$ cat config.mk
export PLATFORM = sky130hd
export DESIGN_NAME = uart_recv_fifo_flat
export DESIGN_NICKNAME = d
export VERILOG_FILES = /design/src/rtl/uart_recv_fifo_if.sv /design/src/rtl/uart_recv_fifo.sv /design/src/flat_wrapper.sv
export SDC_FILE = /design/constraint.sdc
export NUM_CORES = 1
export LEC_CHECK = 0
export CORE_UTILIZATION = 55
export DETAILED_ROUTE_END_ITERATION = 12
export GPL_TIMING_DRIVEN = 0
export PLACE_DENSITY = 0.74
export SLEW_MARGIN = 20
export SYNTH_ARGS = -nofsm -noshare
export SYNTH_HDL_FRONTEND = slang
export SYNTH_SLANG_ARGS = --single-unit
$ cat constraint.sdc
create_clock -name clk -period 2.4 [get_ports clk]
set_input_delay 0.24 -clock clk [delete_from_list [all_inputs] [get_ports clk]]
set_output_delay 0.24 -clock clk [all_outputs]
set_load 0.01 [all_outputs]
$ cat src/rtl/uart_recv_fifo_if.sv
// Host-side bundle of the UART receiver: presented entry, status flags,
// seq/ack toggle handshake and FIFO level/flow control.
interface uart_recv_fifo_if #(
  parameter int DATABITS = 8,
  parameter int DEPTH    = 4
);
  localparam int LVL_W = $clog2(DEPTH + 1);

  logic [DATABITS-1:0] data;
  logic                parity_err;
  logic                frame_err;
  logic                brk;
  logic                overrun;
  logic                seq;
  logic                ack;
  logic [LVL_W-1:0]    level;
  logic                cts;

  modport master (
    output data, parity_err, frame_err, brk, overrun, seq, level, cts,
    input  ack
  );

  modport slave (
    input  data, parity_err, frame_err, brk, overrun, seq, level, cts,
    output ack
  );
endinterface

$ cat src/rtl/uart_recv_fifo.sv
// UART receiver with majority-voted sampling, per-frame status and a receive
// FIFO drained through a seq/ack toggle handshake.
module uart_recv_fifo #(
  parameter int DATABITS = 8,
  parameter int BAUDDIV  = 12,
  parameter int PARITY   = 0,
  parameter int STOPBITS = 1,
  parameter int DEPTH    = 4
) (
  input  logic             clk,
  input  logic             reset,
  input  logic             soft_reset,
  input  logic             rx,
  uart_recv_fifo_if.master bus
);

  localparam int M     = BAUDDIV / 2;
  localparam int SC_W  = $clog2(BAUDDIV);
  localparam int BC_W  = $clog2(DATABITS);
  localparam int PTR_W = $clog2(DEPTH);
  localparam int LVL_W = $clog2(DEPTH + 1);
  localparam int ENT_W = DATABITS + 3;

  localparam logic [SC_W-1:0] SC_A    = SC_W'(M - 1);
  localparam logic [SC_W-1:0] SC_B    = SC_W'(M);
  localparam logic [SC_W-1:0] SC_C    = SC_W'(M + 1);
  localparam logic [SC_W-1:0] SC_LAST = SC_W'(BAUDDIV - 1);
  localparam logic [BC_W-1:0] BC_LAST = BC_W'(DATABITS - 1);

  localparam logic [2:0] WAIT_IDL = 3'd0;
  localparam logic [2:0] IDLE     = 3'd1;
  localparam logic [2:0] START    = 3'd2;
  localparam logic [2:0] DATA     = 3'd3;
  localparam logic [2:0] PAR      = 3'd4;
  localparam logic [2:0] STOP     = 3'd5;

  function automatic logic maj3(input logic a, input logic b, input logic c);
    return (a & b) | (a & c) | (b & c);
  endfunction

  function automatic logic par_bad(input logic [DATABITS-1:0] d, input logic p);
    return (^d ^ p) != (PARITY == 2);
  endfunction

  logic                rx_p0;
  logic                rs;
  logic [2:0]          state;
  logic [SC_W-1:0]     sub_count;
  logic [1:0]          smp;
  logic [BC_W-1:0]     bit_cnt;
  logic                stop_cnt;
  logic [DATABITS-1:0] sh;
  logic                pbit;
  logic                ferr;
  logic                stop0;

  logic                push_vld;
  logic [DATABITS-1:0] push_data;
  logic                push_perr;
  logic                push_ferr;
  logic                push_brk;

  logic                maj;
  logic                decide;
  logic                bit_end;
  logic                last_stop;
  logic                first_stop;
  logic                frame_brk;
  logic                push_now;

  // Stage 0: two-flop synchroniser, idles high
  always_ff @(posedge clk) begin
    if (reset) begin
      rx_p0 <= 1'b1;
      rs    <= 1'b1;
    end else begin
      rx_p0 <= rx;
      rs    <= rx_p0;
    end
  end

  always_comb begin
    maj        = maj3(smp[0], smp[1], rs);
    decide     = (sub_count == SC_C);
    bit_end    = (sub_count == SC_LAST);
    last_stop  = (STOPBITS == 1) || stop_cnt;
    first_stop = stop_cnt ? stop0 : maj;
    frame_brk  = (sh == '0) && ((PARITY == 0) || !pbit) && !first_stop;
    push_now   = (state == STOP) && decide && last_stop;
  end

  // Stage 1: bit-timing FSM
  always_ff @(posedge clk) begin
    if (reset || soft_reset) begin
      state     <= WAIT_IDL;
      sub_count <= '0;
      stop_cnt  <= 1'b0;
    end else begin
      sub_count <= bit_end ? '0 : sub_count + SC_W'(1);
      if (sub_count == SC_A) smp[0] <= rs;
      if (sub_count == SC_B) smp[1] <= rs;
      case (state)
        WAIT_IDL: begin
          sub_count <= '0;
          if (rs) state <= IDLE;
        end
        IDLE: begin
          sub_count <= '0;
          if (!rs) state <= START;
        end
        START: begin
          if (decide && maj) begin
            state <= IDLE;
          end else if (bit_end) begin
            state   <= DATA;
            bit_cnt <= '0;
          end
        end
        DATA: begin
          if (decide) sh <= {maj, sh[DATABITS-1:1]};
          if (bit_end) begin
            if (bit_cnt == BC_LAST) begin
              state    <= (PARITY != 0) ? PAR : STOP;
              stop_cnt <= 1'b0;
              ferr     <= 1'b0;
            end else begin
              bit_cnt <= bit_cnt + BC_W'(1);
            end
          end
        end
        PAR: begin
          if (decide) pbit <= maj;
          if (bit_end) begin
            state    <= STOP;
            stop_cnt <= 1'b0;
            ferr     <= 1'b0;
          end
        end
        STOP: begin
          // A break leaves the line low, so wait for idle before re-arming
          if (push_now) begin
            state <= frame_brk ? WAIT_IDL : IDLE;
          end else begin
            if (decide) begin
              ferr  <= ferr | ~maj;
              stop0 <= maj;
            end
            if (bit_end) stop_cnt <= 1'b1;
          end
        end
        default: state <= WAIT_IDL;
      endcase
    end
  end

  // Stage 2: completed frame waits one cycle before entering the FIFO
  always_ff @(posedge clk) begin
    if (reset) push_vld <= 1'b0;
    else       push_vld <= push_now && !soft_reset;
  end

  always_ff @(posedge clk) begin
    if (push_now) begin
      push_data <= sh;
      push_perr <= (PARITY != 0) ? par_bad(sh, pbit) : 1'b0;
      push_ferr <= ferr | ~maj;
      push_brk  <= frame_brk;
    end
  end

  logic [ENT_W-1:0]    mem [DEPTH];
  logic [PTR_W-1:0]    wr_ptr;
  logic [PTR_W-1:0]    rd_ptr;
  logic [LVL_W-1:0]    cnt;
  logic [LVL_W-1:0]    cnt_next;
  logic                presented;
  logic                seq_r;
  logic                overrun_r;
  logic                cts_r;
  logic [DATABITS-1:0] data_r;
  logic                perr_r;
  logic                ferr_r;
  logic                brk_r;
  logic                full;
  logic                do_push;
  logic                do_pop;
  logic                drop;
  logic                load;

  always_comb begin
    full     = (cnt == LVL_W'(DEPTH));
    do_push  = push_vld && !full;
    drop     = push_vld && full;
    do_pop   = presented && (bus.ack == seq_r);
    load     = !presented && (cnt != '0);
    cnt_next = cnt + LVL_W'(do_push) - LVL_W'(do_pop);
  end

  always_ff @(posedge clk) begin
    if (do_push) mem[wr_ptr] <= {push_data, push_perr, push_ferr, push_brk};
  end

  // Stage 3: FIFO bookkeeping and presentation of the head entry
  always_ff @(posedge clk) begin
    if (reset) begin
      wr_ptr    <= '0;
      rd_ptr    <= '0;
      cnt       <= '0;
      presented <= 1'b0;
      seq_r     <= 1'b0;
      overrun_r <= 1'b0;
      cts_r     <= 1'b0;
      data_r    <= '0;
      perr_r    <= 1'b0;
      ferr_r    <= 1'b0;
      brk_r     <= 1'b0;
    end else begin
      cnt   <= cnt_next;
      cts_r <= (cnt_next >= LVL_W'(DEPTH - 1));
      if (do_push) wr_ptr <= wr_ptr + PTR_W'(1);
      if (drop)        overrun_r <= 1'b1;
      else if (do_pop) overrun_r <= 1'b0;
      if (do_pop) begin
        rd_ptr    <= rd_ptr + PTR_W'(1);
        presented <= 1'b0;
      end
      if (load) begin
        {data_r, perr_r, ferr_r, brk_r} <= mem[rd_ptr];
        presented <= 1'b1;
        seq_r     <= ~seq_r;
      end
    end
  end

  assign bus.data       = data_r;
  assign bus.parity_err = perr_r;
  assign bus.frame_err  = ferr_r;
  assign bus.brk        = brk_r;
  assign bus.overrun    = overrun_r;
  assign bus.seq        = seq_r;
  assign bus.level      = cnt;
  assign bus.cts        = cts_r;

endmodule

$ cat src/flat_wrapper.sv
// flat-port wrapper written by rule: the top's interface ports become plain ports
module uart_recv_fifo_flat 
#(
  parameter int DATABITS = 8,
  parameter int BAUDDIV  = 12,
  parameter int PARITY   = 0,
  parameter int STOPBITS = 1,
  parameter int DEPTH    = 4
)
  (clk, reset, soft_reset, rx, bus_data, bus_parity_err, bus_frame_err, bus_brk, bus_overrun, bus_seq, bus_level, bus_cts, bus_ack);
  uart_recv_fifo_if #(.DATABITS(DATABITS), .DEPTH(DEPTH)) bus_i ();
  input  logic clk;
  input  logic reset;
  input  logic soft_reset;
  input  logic rx;
  output wire logic [$bits(bus_i.data)-1:0] bus_data;
  output wire logic [$bits(bus_i.parity_err)-1:0] bus_parity_err;
  output wire logic [$bits(bus_i.frame_err)-1:0] bus_frame_err;
  output wire logic [$bits(bus_i.brk)-1:0] bus_brk;
  output wire logic [$bits(bus_i.overrun)-1:0] bus_overrun;
  output wire logic [$bits(bus_i.seq)-1:0] bus_seq;
  output wire logic [$bits(bus_i.level)-1:0] bus_level;
  output wire logic [$bits(bus_i.cts)-1:0] bus_cts;
  input wire logic [$bits(bus_i.ack)-1:0] bus_ack;
  assign bus_data = bus_i.data;
  assign bus_parity_err = bus_i.parity_err;
  assign bus_frame_err = bus_i.frame_err;
  assign bus_brk = bus_i.brk;
  assign bus_overrun = bus_i.overrun;
  assign bus_seq = bus_i.seq;
  assign bus_level = bus_i.level;
  assign bus_cts = bus_i.cts;
  assign bus_i.ack = bus_ack;
  uart_recv_fifo #(.DATABITS(DATABITS), .BAUDDIV(BAUDDIV), .PARITY(PARITY), .STOPBITS(STOPBITS), .DEPTH(DEPTH)) u_core (.clk(clk), .reset(reset), .soft_reset(soft_reset), .rx(rx), .bus(bus_i));
endmodule
Clock network drawn from the DEF:
Drawn at 4 px/um.
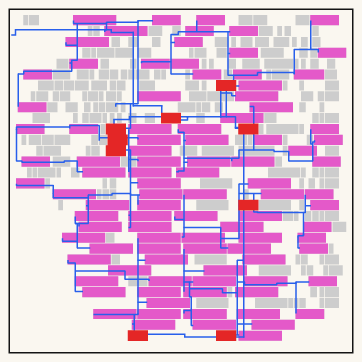
[flip-flops] magenta | count: 97
[clock drivers] red | count: 9
[clock wires] blue | length: 919 um
routed clock nets: 10
flops lie: all over the die

Routing congestion map:
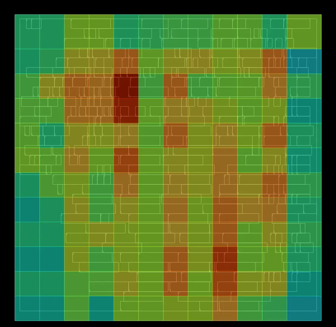
met1 usage: 22.44%
GR Layer Usage met2: 27.49%

Routed metal per tile:
Drawn at 4 px/um. The die is cut into 17 by 17 equal tiles; white is low, dark blue is high, scaled to the fullest tile. Values are wire area over tile area, all layers added.
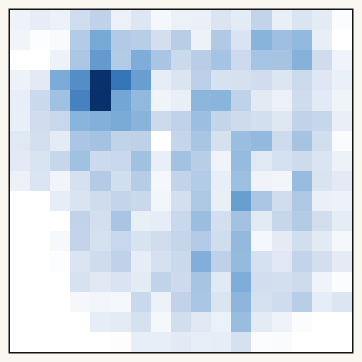
emptiest ninth of the die: bottom left
densest ninth of the die: top left
tiles over half the peak: 3.5%
mean over tiles: 0.12

Layout detail:
Region (28, 11) to (58, 41) um. Cells in gray, sequential cells in the stronger gray; small squares are vias.
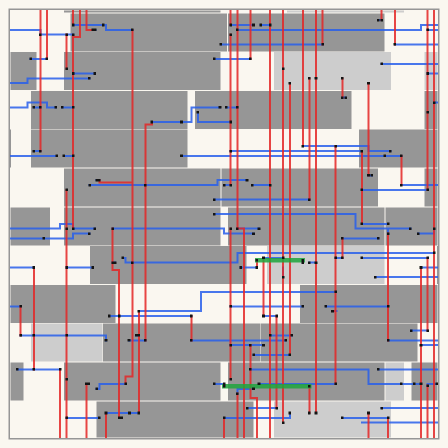
[metal 3] green
[metal 2] red
[metal 1] blue
most frequent: edfxtp_1 (19), mux4_2 (3)
sequential cells in the window: 19
netlist names of flops here include: u_core.mem (14), u_core.push_data (5)
cells with their middle in the window: 24

Gate families picked out:
Drawn at 6 px/um.
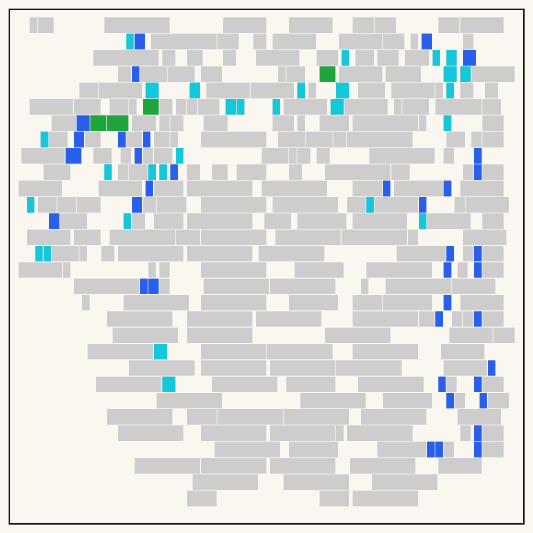
[AND-OR and OR-AND gates] green | cells: 4
[NAND gates] blue | cells: 37 | where: all over the die
[NOR gates] cyan | cells: 29

==> flow_summary.json <==
{
  "outcome": "completed",
  "fin_crit_sh_pct": 92.50,
  "async_flop_share_pct": 0,
  "clkLatencyLatePin_ps": 340,
  "path_max_fanout": 5,
  "area_growth_pct": 13.02,
  "cap_violations": 0,
  "via_per_inst": 5.313,
  "fin_setup_tns_ps": 0,
  "die_area_um2": 7310,
  "antenna_found_initial": 0,
  "clk_pin_slew_ps": 90,
  "synth_top_area_share_pct": 50.90,
  "rsz0062_at_grt": "no",
  "cts.sinks": 97,
  "peakVddDrop_v": 0.0003881,
  "grt_max_degree": 16,
  "critical_path.max_stage_delay_ps": 400,
  "end_kind": "register",
  "cts_inserted_buffers": 9,
  "worst_ep_arrival_time_ps": 2470,
  "required_ps": 2650,
  "gr-total-overflow": 0,
  "ys_types": 46,
  "syn_area_um2": 3835,
  "postCtsSetupRepairBufs": 0,
  "flop_cell": "edfxtp_1",
  "warnings": 31,
  "drt-total-wl_mm": 5.464,
  "skew_ps": 8.419,
  "antennaDiodeCount": 0,
  "critPathTopFamily": "adder cells",
  "power_density_nw_per_um2": 830.7,
  "ys_ff": 97,
  "fp.dieW_um": 85.50,
  "drc": 0,
  "nets": 319,
  "gp_congestion": 0.8476,
  "core-area_um2": 6756,
  "p_total_mw": 3.600,
  "synthCells": 271,
  "grt_pass1_vias": 1996,
  "cp_cell_sequence": "xnor2_1 > and2_1 > ha_1 > inv_1 > ha_1 > fa_1 > xnor2_2 > xnor2_1 > nor2_1 > a21o_1",
  "setup_viol": 0,
  "pin_count": 22,
  "ys_cells": 271,
  "max-slew-margin-rel_pct": 44.92
}
-- flip-flops by register name, indices dropped and copies added, names as in the netlist, 2 cells and up --
signal and cells:
u_core.smp 2, u_core.mem 40, u_core.wr_ptr 2, u_core.bus.level 3, u_core.state 3, u_core.bit_cnt 3, u_core.bus.data 8, u_core.rd_ptr 2
u_core.sh 8, u_core.push_data 8, u_core.sub_count 4
-- where the power goes --
part / switching, mW / internal (mW) / leakage (nW) / total, mW
Sequential: 0.0699 / 1.86 / 0.864 / 1.93
Combinational: 0.312 / 0.370 / 0.530 / 0.682
Clock: 0.519 / 0.473 / 0.0995 / 0.992
Total: 0.900 / 2.70 / 1.49 / 3.60
-- final timing paths --
kind,slack [ps],end,cells after the start,startpoint
worst min register to register,420,u_core.rs,1,u_core.rx_p0
worst max-delay path,180,u_core.bus.cts,10,u_core.bus.seq
worst max register to register,180,u_core.bus.cts,10,u_core.bus.seq
worst min-delay path,420,u_core.rs,1,u_core.rx_p0
-- per-layer routing --
metal / global-route usage, % / share of wire [%]
met5: 0 / 0
met4: 5.909 / 1.3
met3: 4.042 / 3.3
met2: 27.49 / 50
met1: 22.44 / 46
-- cell usage in the layout, fill, tap and decap left out, types with 10 or more instances in the layout --
| cell type | n |
|---|---|
| mux4_2 | 10 |
| nor2_1 | 19 |
| clkbuf_8 | 10 |
| nand2_1 | 28 |
| a21oi_1 | 16 |
| dfxtp_1 | 31 |
| clkdlybuf4s50_1 | 20 |
| inv_1 | 11 |
| edfxtp_1 | 65 |
| ha_1 | 11 |
-- cell usage after synthesis, types with 4 or more instances --
master    number
a21oi_1       16
and2_1         5
and3_1         5
dfxtp_1       32
edfxtp_1      65
ha_1          11
inv_1         11
mux4_2        10
nand2_1       28
nand3_1        6
nor2_1        19
nor3_1         4
xnor2_1        7
-- metrics by stage --
step           hold WS (ps)  setup slack, ps  instance area [um2]  utilization (%)  instances
6_report              419.0            179.9                 4334            64.15        387
5_1_grt               439.9            43.60                 4334            64.15        387
4_1_cts               422.0            64.51                 4329            64.07        388
3_5_place_dp          402.5           -261.9                 4139            61.26        372
3_3_place_gp          394.9           -238.3                 4139            61.26        372
2_1_floorplan         311.6            169.1                 3839                -        272
-- layout make-up --
type / count / area, um2 / share of cell area [%]
timing repair buffer: 20 / 200.2 / 4.619
multi-input combinational: 153 / 1141 / 26.33
buffer: 10 / 67.56 / 1.559
clock buffer: 13 / 170.2 / 3.926
inverter: 11 / 41.29 / 0.9527
sequential: 97 / 2594 / 59.84
clock inverter: 3 / 20.02 / 0.4619
tap: 80 / 100.1 / 2.309
-- cell families after synthesis --
group,Yosys count,synth area share [%]
multiplexers,12,6.395
XOR/XNOR,9,2.056
other,1,0.09779
AND/OR/NAND/NOR,85,11.09
flip-flops,97,67.60
buffers and inverters,22,2.936
AND-OR/OR-AND,32,5.416
adder cells (fa/ha/maj),13,4.405
-- worst register-to-register path, stage by stage, from the launching register on --
cell     delay, ps
dfxtp_2        340
xnor2_1        110
and2_1         220
ha_1           290
inv_1           40
ha_1           200
fa_1           400
xnor2_2        160
xnor2_1        140
nor2_1          70
a21o_1         150
No activity file was given, so power comes from the tool's default toggle rates.
